==> config.mk <==
export PLATFORM = sky130hd
export DESIGN_NAME = seq_divider_flat
export DESIGN_NICKNAME = d
export VERILOG_FILES = /design/src/rtl/seq_divider_pkg.sv /design/src/rtl/seq_divider_if.sv /design/src/rtl/seq_divider_div_step.sv /design/src/rtl/seq_divider.sv /design/src/flat_wrapper.sv
export SDC_FILE = /design/constraint.sdc
export NUM_CORES = 1
export LEC_CHECK = 0
export ABC_AREA = 1
export CORE_MARGIN = 1.5
export CORE_UTILIZATION = 54
export CTS_CLUSTER_SIZE = 8
export DETAILED_ROUTE_END_ITERATION = 7
export HOLD_SLACK_MARGIN = 0.05
export PLACE_DENSITY = 0.84
export SLEW_MARGIN = 10
export SYNTH_ARGS = -nofsm -noshare
export SYNTH_HDL_FRONTEND = slang
export SYNTH_HIERARCHICAL = 1
export SYNTH_SLANG_ARGS = --single-unit
==> constraint.sdc <==
create_clock -name clk -period 2.4 [get_ports clk]
set_clock_uncertainty 0.1 [all_clocks]
set_input_delay 0.6 -clock clk [delete_from_list [all_inputs] [get_ports clk]]
set_output_delay 0.6 -clock clk [all_outputs]
set_load 0.02 [all_outputs]
==> src/rtl/seq_divider_pkg.sv <==
// Shared types, constants and two's-complement helpers for the sequential divider.
package seq_divider_pkg;

    localparam int DEFAULT_WIDTH = 4;
    localparam int MAX_WIDTH     = 32;

    typedef enum logic [1:0] {
        IDLE,
        CALC,
        DONE
    } state_t;

    // Works on a zero-extended MAX_WIDTH value; the low WIDTH bits of the result
    // are the correct WIDTH-bit two's-complement negation.
    function automatic logic [MAX_WIDTH-1:0] cond_negate(input logic [MAX_WIDTH-1:0] x,
                                                         input logic               neg);
        return neg ? (~x + MAX_WIDTH'(1)) : x;
    endfunction

endpackage

==> src/rtl/seq_divider_if.sv <==
// Request/response bundle of the sequential divider.
interface seq_divider_if
    import seq_divider_pkg::*;
#(
    parameter int WIDTH = DEFAULT_WIDTH
);
    logic             start;
    logic [WIDTH-1:0] a;
    logic [WIDTH-1:0] b;
    logic             m;
    logic [WIDTH-1:0] q;
    logic [WIDTH-1:0] r;
    logic             busy;
    logic             done;
    logic             div0;
    logic             ov;

    modport master (
        output start, a, b, m,
        input  q, r, busy, done, div0, ov
    );

    modport slave (
        input  start, a, b, m,
        output q, r, busy, done, div0, ov
    );
endinterface

==> src/rtl/seq_divider_div_step.sv <==
// One restoring-division iteration: shift in a dividend bit, trial subtract, keep or restore.
module div_step
    import seq_divider_pkg::*;
#(
    parameter int WIDTH = DEFAULT_WIDTH
) (
    input  logic [WIDTH-1:0] i_rem,
    input  logic             i_bit,
    input  logic [WIDTH-1:0] i_dvs,
    output logic [WIDTH-1:0] o_rem,
    output logic             o_q_bit
);
    // One extra bit: the shifted remainder can reach 2*|b|-1.
    logic [WIDTH:0] w_shift;

    assign w_shift = {i_rem, i_bit};
    assign o_q_bit = (w_shift >= {1'b0, i_dvs});
    assign o_rem   = o_q_bit ? WIDTH'(w_shift - {1'b0, i_dvs}) : w_shift[WIDTH-1:0];

endmodule

==> src/rtl/seq_divider.sv <==
// Multi-cycle restoring divider, one quotient bit per clock, unsigned or signed mode.
module seq_divider
    import seq_divider_pkg::*;
#(
    parameter int WIDTH = DEFAULT_WIDTH
) (
    input  logic         clk,
    input  logic         rst,
    seq_divider_if.slave s_bus
);
    localparam int               CNT_W    = $clog2(WIDTH);
    localparam logic [CNT_W-1:0] LAST_CNT = CNT_W'(WIDTH - 1);
    localparam logic [WIDTH-1:0] MOST_NEG = {1'b1, {(WIDTH-1){1'b0}}};

    state_t           r_state;
    state_t           w_state_next;
    logic [CNT_W-1:0] r_cnt;
    logic [WIDTH-1:0] r_dvd;
    logic [WIDTH-1:0] r_dvs;
    logic [WIDTH-1:0] r_rem;
    logic [WIDTH-1:0] r_q;
    logic [WIDTH-1:0] r_r;
    logic             r_q_neg;
    logic             r_r_neg;
    logic             r_busy;
    logic             r_done;
    logic             r_div0;
    logic             r_ov;

    logic             w_load;
    logic             w_load_div0;
    logic             w_step;
    logic             w_finish;
    logic             w_a_neg;
    logic             w_b_neg;
    logic [WIDTH-1:0] w_rem_next;
    logic [WIDTH-1:0] w_q_mag;
    logic             w_q_bit;

    assign w_a_neg = s_bus.m & s_bus.a[WIDTH-1];
    assign w_b_neg = s_bus.m & s_bus.b[WIDTH-1];

    // r_dvd doubles as the quotient register: dividend bits leave at the top
    // while quotient bits enter at the bottom.
    div_step #(.WIDTH(WIDTH)) u_step (
        .i_rem   (r_rem),
        .i_bit   (r_dvd[WIDTH-1]),
        .i_dvs   (r_dvs),
        .o_rem   (w_rem_next),
        .o_q_bit (w_q_bit)
    );

    assign w_q_mag = {r_dvd[WIDTH-2:0], w_q_bit};

    always_ff @(posedge clk) begin
        if (rst) r_state <= IDLE;
        else     r_state <= w_state_next;
    end

    // NOTE: every output of this block gets a default first so no path infers a latch.
    always_comb begin
        w_state_next = r_state;
        w_load       = 1'b0;
        w_load_div0  = 1'b0;
        w_step       = 1'b0;
        w_finish     = 1'b0;
        unique case (r_state)
            IDLE: begin
                if (s_bus.start) begin
                    if (|s_bus.b) begin
                        w_load       = 1'b1;
                        w_state_next = CALC;
                    end else begin
                        w_load_div0  = 1'b1;
                        w_state_next = DONE;
                    end
                end
            end
            CALC: begin
                w_step = 1'b1;
                if (r_cnt == LAST_CNT) begin
                    w_finish     = 1'b1;
                    w_state_next = DONE;
                end
            end
            DONE:    w_state_next = IDLE;
            default: w_state_next = IDLE;
        endcase
    end

    // NOTE: sequential state uses non-blocking assignments so every register
    // samples the pre-edge values regardless of statement order.
    always_ff @(posedge clk) begin
        if (rst) begin
            r_cnt   <= '0;
            r_dvd   <= '0;
            r_dvs   <= '0;
            r_rem   <= '0;
            r_q     <= '0;
            r_r     <= '0;
            r_q_neg <= 1'b0;
            r_r_neg <= 1'b0;
            r_busy  <= 1'b0;
            r_done  <= 1'b0;
            r_div0  <= 1'b0;
            r_ov    <= 1'b0;
        end else begin
            r_done <= w_finish | w_load_div0;
            if (w_load) begin
                r_dvd   <= WIDTH'(cond_negate(MAX_WIDTH'(s_bus.a), w_a_neg));
                r_dvs   <= WIDTH'(cond_negate(MAX_WIDTH'(s_bus.b), w_b_neg));
                r_rem   <= '0;
                r_cnt   <= '0;
                r_q_neg <= w_a_neg ^ w_b_neg;
                r_r_neg <= w_a_neg;
                r_div0  <= 1'b0;
                r_ov    <= s_bus.m && (s_bus.a == MOST_NEG) && (s_bus.b == '1);
                r_busy  <= 1'b1;
            end else if (w_load_div0) begin
                r_q    <= '1;
                r_r    <= s_bus.a;
                r_div0 <= 1'b1;
                r_ov   <= 1'b0;
            end else if (w_step) begin
                r_dvd <= w_q_mag;
                r_rem <= w_rem_next;
                r_cnt <= r_cnt + CNT_W'(1);
                if (w_finish) begin
                    // Magnitude of most-negative / 1 wraps back to most-negative: the overflow result.
                    r_q    <= WIDTH'(cond_negate(MAX_WIDTH'(w_q_mag), r_q_neg));
                    r_r    <= WIDTH'(cond_negate(MAX_WIDTH'(w_rem_next), r_r_neg));
                    r_busy <= 1'b0;
                end
            end
        end
    end

    assign s_bus.q    = r_q;
    assign s_bus.r    = r_r;
    assign s_bus.busy = r_busy;
    assign s_bus.done = r_done;
    assign s_bus.div0 = r_div0;
    assign s_bus.ov   = r_ov;

endmodule

==> src/flat_wrapper.sv <==
// flat-port wrapper written by rule: the top's interface ports become plain ports
module seq_divider_flat import seq_divider_pkg::*;
#(
    parameter int WIDTH = DEFAULT_WIDTH
)
  (clk, rst, s_bus_start, s_bus_a, s_bus_b, s_bus_m, s_bus_q, s_bus_r, s_bus_busy, s_bus_done, s_bus_div0, s_bus_ov);
  seq_divider_if #(.WIDTH(WIDTH)) s_bus_i ();
  input  logic clk;
  input  logic rst;
  input wire logic [$bits(s_bus_i.start)-1:0] s_bus_start;
  input wire logic [$bits(s_bus_i.a)-1:0] s_bus_a;
  input wire logic [$bits(s_bus_i.b)-1:0] s_bus_b;
  input wire logic [$bits(s_bus_i.m)-1:0] s_bus_m;
  output wire logic [$bits(s_bus_i.q)-1:0] s_bus_q;
  output wire logic [$bits(s_bus_i.r)-1:0] s_bus_r;
  output wire logic [$bits(s_bus_i.busy)-1:0] s_bus_busy;
  output wire logic [$bits(s_bus_i.done)-1:0] s_bus_done;
  output wire logic [$bits(s_bus_i.div0)-1:0] s_bus_div0;
  output wire logic [$bits(s_bus_i.ov)-1:0] s_bus_ov;
  assign s_bus_i.start = s_bus_start;
  assign s_bus_i.a = s_bus_a;
  assign s_bus_i.b = s_bus_b;
  assign s_bus_i.m = s_bus_m;
  assign s_bus_q = s_bus_i.q;
  assign s_bus_r = s_bus_i.r;
  assign s_bus_busy = s_bus_i.busy;
  assign s_bus_done = s_bus_i.done;
  assign s_bus_div0 = s_bus_i.div0;
  assign s_bus_ov = s_bus_i.ov;
  seq_divider #(.WIDTH(WIDTH)) u_core (.clk(clk), .rst(rst), .s_bus(s_bus_i));
endmodule
==> images/gates.png <==
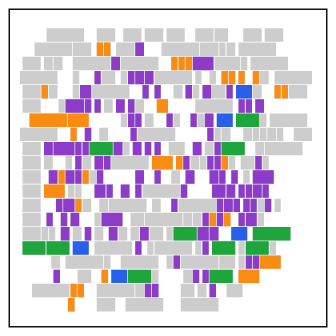
[orange] nor cells | cells: 31 | most used: nor2_1 | where: spread over the die
[blue] xor and xnor cells | cells: 5 | most used: xor2_1
[green] fa/ha/maj cells | cells: 11 | most used: ha_1
[purple] nand cells | cells: 102 | most used: nand2_1
fin cells: 332
combinational share of cell area: 0.476
most frequent logic cell in the layout: nand2_1

==> images/m2.png <==
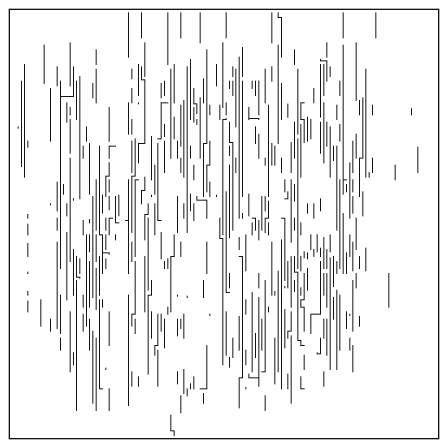
share of all routed wire: 46%
wire length on this layer: 1740 um
main direction: vertical
nets with wire on the layer: 242
longest straight run: 26.5 um

==> ci_impl_report.md <==
## Synthesis and layout report

| Metric | Value |
|---|---|
| GR Util met1 | `0.318` |
| Post-route DRC | `0` |
| Buf+Inv Stages, Crit Path | `3` |
| Top Consumer | `registers` |
| Setup Buffers After CTS | `0` |
| Hold Fails Final Rpt | `0` |
| Final min period | `approximately 2.2 ns` |
| Routed vias | `1674` |
| Mux share | `0` |
| Number of DRC markers in iteration 0 | `92` |
| Dpl cell area | `0.00207 mm2` |
| Worst Slack Setup Final | `0.237 ns` |
| Most frequent logic cells in the routed design | `nand2_1 (64), inv_1 (35), dfxtp_1 (30)` |
| RR Endpoint | `u_core/s_bus.r[1]$_SDFFE_PP0P_` |
| Asr flop ratio synth | `0` |
| Cts hold-fix bufs | `0` |
| Outcome | `finished clean` |
| R2r setup slk | `0.24 ns` |
| Row count | `20` |
| Initial antenna violation count | `0` |
| Max Cap Viol | `0` |
| Post-synth tally of flip-flops with integrated enable | `0` |
| Main flop type | `dfxtp_1` |
| Routability Congestion | `0.936` |
| Synth top cell by count | `nand2_1` |
| Grt ovf | `0` |
| Non-CTS buffers | `26` |
| Yosys top cell area share | `0.336` |
| Unique masters post-synth | `26` |
| Clk pin slew, worst setup/hold paths | `about 0.10 ns` |
| Hold endpoint | `u_core/r_dvd[2]$_SDFFE_PP0P_` |
| Clock buf/inv share | `0.0281` |
| Seq. cell area | `601 um2` |
| Fraction of area in non-clock buffers | `0.118` |
| Avg Synthesized Cell Area | `6.93 um2` |
| Simple-Gate Area Share | `0.364` |
| Root buf cell | `clkbuf_4` |
| Reg power frac | `0.449` |
| Fillers | `286` |
| Post-synth seq share | `0.336` |
| Worst Setup Start Kind | `flip-flop` |
| Setup violators final | `0` |
Power figures rest on the tool's default switching activity, not on a simulated workload.
